===== src/rtl/prco_regs_pkg.sv =====
// prco_regs_pkg: shared constants and types for the prco register file.
// Decode and hazard logic use the same default register width and the
// same register-select type, so they are kept here in one place.
//   PRCO_DATA_W : default register width
//   PRCO_ADDR_W : default register-select width
//   PRCO_NREGS  : default register count (2**PRCO_ADDR_W)
//   reg_sel_t   : register-select type at the default width
package prco_regs_pkg;

    localparam int PRCO_DATA_W = 16;
    localparam int PRCO_ADDR_W = 3;
    localparam int PRCO_NREGS  = 2 ** PRCO_ADDR_W;

    typedef logic [PRCO_ADDR_W-1:0] reg_sel_t;

endpackage


===== src/rtl/prco_scoreboard.sv =====
// prco_scoreboard: per-register busy bits for outstanding loads.
// Ports:
//   i_clk, i_reset_n : clock, synchronous active-low reset
//   i_en             : global enable; busy bits hold when 0
//   i_clr, i_clr_sel : clear busy bit (load data written back)
//   i_set, i_set_sel : set busy bit (load issued)
//   i_sela, i_selb   : lookup selects for the two read ports
//   q_busy_vec       : registered busy vector
//   q_busya, q_busyb : busy bit of each lookup select (registered value only)
module prco_scoreboard
    import prco_regs_pkg::*;
#(
    parameter int ADDR_W  = PRCO_ADDR_W,
    parameter int R0_ZERO = 0
)(
    input  logic                  i_clk,
    input  logic                  i_reset_n,
    input  logic                  i_en,
    input  logic                  i_clr,
    input  logic [ADDR_W-1:0]     i_clr_sel,
    input  logic                  i_set,
    input  logic [ADDR_W-1:0]     i_set_sel,
    input  logic [ADDR_W-1:0]     i_sela,
    input  logic [ADDR_W-1:0]     i_selb,
    output logic [2**ADDR_W-1:0]  q_busy_vec,
    output logic                  q_busya,
    output logic                  q_busyb
);

    localparam int NREGS = 2 ** ADDR_W;

    logic [NREGS-1:0] busy;
    logic [NREGS-1:0] busy_nxt;

    // Set is applied after clear: a lock in the same cycle as the writeback
    // of the previous load to that register means a new load is in flight.
    always_comb begin
        busy_nxt = busy;
        if (i_clr) begin
            busy_nxt[i_clr_sel] = 1'b0;
        end
        if (i_set) begin
            busy_nxt[i_set_sel] = 1'b1;
        end
        if (R0_ZERO != 0) begin
            busy_nxt[0] = 1'b0;
        end
    end

    always_ff @(posedge i_clk) begin
        if (!i_reset_n) begin
            busy <= '0;
        end else if (i_en) begin
            busy <= busy_nxt;
        end
    end

    assign q_busy_vec = busy;
    assign q_busya    = busy[i_sela];
    assign q_busyb    = busy[i_selb];

endmodule


===== src/rtl/prco_regfile.sv =====
// prco_regfile: register file for the prco core.
// Two combinational read ports with same-cycle write bypass, two write
// ports (W0 = ALU writeback, W1 = load writeback, W1 wins on collision),
// and a busy-bit scoreboard for outstanding loads.
// Ports:
//   i_clk, i_reset_n         : clock, synchronous active-low reset
//   i_en                     : global enable for all state updates and bypass
//   i_sela/q_data            : read port A select / data
//   i_selb/q_datb            : read port B select / data
//   q_busya, q_busyb         : busy bit of i_sela / i_selb
//   i_we0, i_seld0, i_datd0  : write port W0
//   i_we1, i_seld1, i_datd1  : write port W1 (also clears busy of target)
//   i_lock, i_lock_sel       : mark a register busy (load issued)
//   q_busy_vec               : registered busy bits
//   q_wr_conflict            : previous enabled cycle had W0/W1 to same register
module prco_regfile
    import prco_regs_pkg::*;
#(
    parameter int                DATA_W    = PRCO_DATA_W,
    parameter int                ADDR_W    = PRCO_ADDR_W,
    parameter int                R0_ZERO   = 0,
    parameter logic [DATA_W-1:0] RESET_VAL = '0
)(
    input  logic                  i_clk,
    input  logic                  i_reset_n,
    input  logic                  i_en,
    input  logic [ADDR_W-1:0]     i_sela,
    output logic [DATA_W-1:0]     q_data,
    input  logic [ADDR_W-1:0]     i_selb,
    output logic [DATA_W-1:0]     q_datb,
    output logic                  q_busya,
    output logic                  q_busyb,
    input  logic                  i_we0,
    input  logic [ADDR_W-1:0]     i_seld0,
    input  logic [DATA_W-1:0]     i_datd0,
    input  logic                  i_we1,
    input  logic [ADDR_W-1:0]     i_seld1,
    input  logic [DATA_W-1:0]     i_datd1,
    input  logic                  i_lock,
    input  logic [ADDR_W-1:0]     i_lock_sel,
    output logic [2**ADDR_W-1:0]  q_busy_vec,
    output logic                  q_wr_conflict
);

    localparam int NREGS = 2 ** ADDR_W;

    logic [DATA_W-1:0] regs [NREGS];
    logic              wr_conflict;
    logic              bypass_ok;
    logic              w0_ok;
    logic              w1_ok;

    // Bypass only reflects writes that will actually commit this edge.
    assign bypass_ok = i_en && i_reset_n;
    assign w0_ok     = i_we0 && !((R0_ZERO != 0) && (i_seld0 == '0));
    assign w1_ok     = i_we1 && !((R0_ZERO != 0) && (i_seld1 == '0));

    // W1 is assigned last so it overrides W0 on a same-register collision.
    always_ff @(posedge i_clk) begin
        if (!i_reset_n) begin
            for (int i = 0; i < NREGS; i++) begin
                regs[i] <= RESET_VAL;
            end
            wr_conflict <= 1'b0;
        end else if (i_en) begin
            wr_conflict <= i_we0 && i_we1 && (i_seld0 == i_seld1);
            if (w0_ok) begin
                regs[i_seld0] <= i_datd0;
            end
            if (w1_ok) begin
                regs[i_seld1] <= i_datd1;
            end
        end
    end

    assign q_wr_conflict = wr_conflict;

    // Read muxes: later assignments have higher priority
    // (stored < W0 bypass < W1 bypass < hard zero).
    always_comb begin
        q_data = regs[i_sela];
        if (bypass_ok && i_we0 && (i_seld0 == i_sela)) begin
            q_data = i_datd0;
        end
        if (bypass_ok && i_we1 && (i_seld1 == i_sela)) begin
            q_data = i_datd1;
        end
        if ((R0_ZERO != 0) && (i_sela == '0)) begin
            q_data = '0;
        end
    end

    always_comb begin
        q_datb = regs[i_selb];
        if (bypass_ok && i_we0 && (i_seld0 == i_selb)) begin
            q_datb = i_datd0;
        end
        if (bypass_ok && i_we1 && (i_seld1 == i_selb)) begin
            q_datb = i_datd1;
        end
        if ((R0_ZERO != 0) && (i_selb == '0)) begin
            q_datb = '0;
        end
    end

    prco_scoreboard #(
        .ADDR_W  (ADDR_W),
        .R0_ZERO (R0_ZERO)
    ) u_scoreboard (
        .i_clk      (i_clk),
        .i_reset_n  (i_reset_n),
        .i_en       (i_en),
        .i_clr      (i_we1),
        .i_clr_sel  (i_seld1),
        .i_set      (i_lock),
        .i_set_sel  (i_lock_sel),
        .i_sela     (i_sela),
        .i_selb     (i_selb),
        .q_busy_vec (q_busy_vec),
        .q_busya    (q_busya),
        .q_busyb    (q_busyb)
    );

endmodule


===== config.mk =====
export PLATFORM = sky130hd
export DESIGN_NAME = prco_regfile
export DESIGN_NICKNAME = d
export VERILOG_FILES = /design/src/rtl/prco_regs_pkg.sv /design/src/rtl/prco_scoreboard.sv /design/src/rtl/prco_regfile.sv
export SDC_FILE = /design/constraint.sdc
export NUM_CORES = 1
export LEC_CHECK = 0
export CORE_MARGIN = 2
export CORE_UTILIZATION = 50
export CTS_CLUSTER_DIAMETER = 200
export DETAILED_ROUTE_END_ITERATION = 7
export PLACE_DENSITY = 0.72
export SYNTH_ARGS = -nofsm -noshare
export SYNTH_HDL_FRONTEND = slang
export SYNTH_HIERARCHICAL = 1
export SYNTH_SLANG_ARGS = --single-unit

===== constraint.sdc =====
create_clock -name i_clk -period 7 [get_ports i_clk]
set_input_delay 2.1 -clock i_clk [delete_from_list [all_inputs] [get_ports i_clk]]
set_output_delay 2.1 -clock i_clk [all_outputs]
set_load 0.05 [all_outputs]

Figure 1. Met1 routing.
Bar = 50 microns.
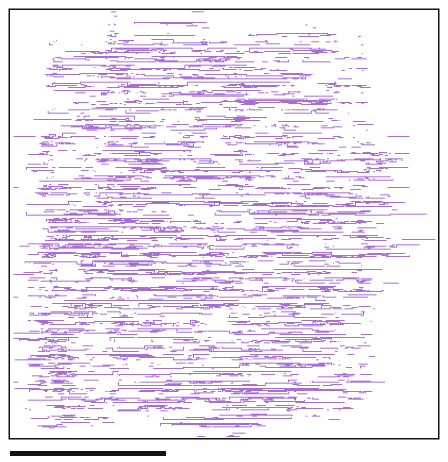
longest straight run: 55.7 microns
nets with wire on the layer: 691
Total Routed Length: 26.7 mm
met1 GRT Util: 0.378

Figure 2. Signal wires on met2.
Bar = 50 microns. Cells faint in the background.
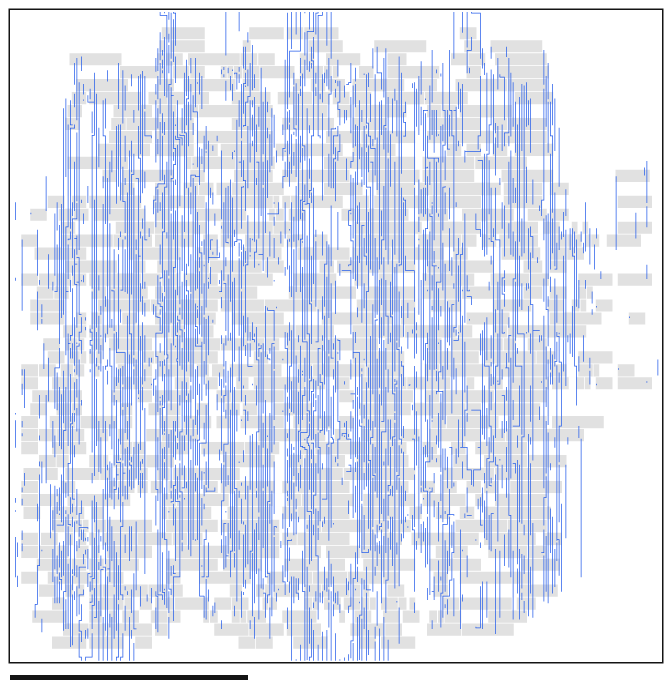
nets with wire on the layer: 676
main direction: vertical
longest straight run: 57.8 microns
share of all routed wire: 51%
global routing met2 resource utilization: 0.502
via count: 6592

==> results.txt <==
Quick summary of the implementation run below.

The number of failing setup endpoints in the final timing report is 0. Counting the buffers created by CTS gives 17. The clock network power share came out at 0.369. The met2 wire length came out at 13.5 mm. The cell depth of the worst min-delay path came out at 2.

The post-DP HPWL is 16.2 mm. The placed cell area is 0.0102 sq mm. The post-synth design cell area came out at 0.00882 sq mm. The clock tree from TritonCTS is built. After synthesis, the share of cell area in mux cells is 0.255. The power report puts the net switching power at 0.000679 W. The type of destination of the critical path is an output pin. The number of global-route vias before repair is 6898. The highest layer touched by signal routing is met4. The met3 routed wirelength came out at 2.69 mm.

The count of placed standard cells in the final layout, fillers left out is 941. The power after layout came out at 0.00244 W. Per report_power, the top consumer among the power groups is sequential cells. The data required time of the critical path is 4.90 ns.

The vertical die dimension came out at 137 microns. Averaged over all synthesized cells, the footprint is 13.7 sq um. For the worst-skew pair, the clock arrives at the later sink with an insertion delay of 0.43 ns. The worst register-to-register path ends at u_scoreboard/q_busy_vec[2]. The count of maximum capacitance violations is 0. The die covers 0.0187 sq mm. The origin of the worst setup path is i_selb[2]. In the Yosys report the total cell count is 644.

The maximum root-to-sink buffer count is 2. The routed metal-1 wirelength came out at 9.74 mm. The adder and majority gate portion of the synthesized area is 0. The number of port buffers came out at 95.

The run finished with clean final reports. The post-layout instance area is 0.0108 sq mm. By startpoint and endpoint, the worst setup path is classified as primary input to output pin. STA classifies the critical path startpoint as a primary input.

The highest net fanout along the worst path came out at 34. The total inserted antenna cells came out at 0. The library cells used most frequently in the layout, excluding fill and tap cells, are sky130_fd_sc_hd__a22o_1, sky130_fd_sc_hd__edfxtp_1, sky130_fd_sc_hd__mux4_2.

The number of nets with antenna violations after routing is 0. The setup slack at placement is 0.655 ns. The main logic family after synthesis is multiplexers. The clock drives 137 sinks. The first global-routing pass estimated 40.1 mm of wire. The detailed-route wire length per cell is 28.4 microns. The number of buffers inserted to repair setup after CTS came out at 0. The gate count of the mapped netlist came out at 644. The count of synthesis-stage warnings from yosys is 6.
[area by class of cell]
class / instances / area (sq um) / area share
clock buffers: 17 / 425 / 0.0394
clock inverters: 15 / 158 / 0.0146
inverters: 1 / 3.75 / 0.000348
multi-input cells: 422 / 4370 / 0.405
flip-flops and latches: 137 / 4020 / 0.373
well taps: 225 / 282 / 0.0261
repair buffers: 124 / 1520 / 0.141
[Yosys cell counts, drive strengths merged]
library cell | count | area, sq um
a22o | 128 | 1120
edfxtp | 128 | 3840
mux4 | 68 | 1550
buf | 61 | 360
nand2 | 42 | 158
o21ai | 40 | 204
mux2 | 34 | 383
mux2i | 32 | 320
clkbuf | 23 | 86.3
xor2 | 15 | 131
nand3b | 13 | 97.6
nor2 | 13 | 61.3
dfxtp | 9 | 180
nand3 | 9 | 50.1
nor4 | 7 | 104
o211ai | 5 | 37.5
o311ai | 3 | 26.3
nand2b | 2 | 12.5
nor2b | 2 | 12.5
nor3 | 2 | 20.0
and2b | 1 | 7.51
and4 | 1 | 10.0
and4b | 1 | 10.0
inv | 1 | 3.75
nand4 | 1 | 6.26
nand4b | 1 | 8.76
o21a | 1 | 7.51
or3b | 1 | 8.76
[sequential cells by signal (all words and copies together) (netlist names)]
register	cells
q_wr_conflict	1
u_scoreboard/q_busy_vec	8
regs	128
[worst max-delay path, stage by stage]
cell and delay (ns):
sky130_fd_sc_hd__clkdlybuf4s50_1 0.61, sky130_fd_sc_hd__buf_12 0.28, sky130_fd_sc_hd__xor2_1 0.12, sky130_fd_sc_hd__nor4_2 0.33
sky130_fd_sc_hd__buf_4 0.33, sky130_fd_sc_hd__nand2_1 0.08, sky130_fd_sc_hd__o21ai_0 0.17, sky130_fd_sc_hd__buf_12 0.19
Power figures rest on the tool's default switching activity, not on a simulated workload.
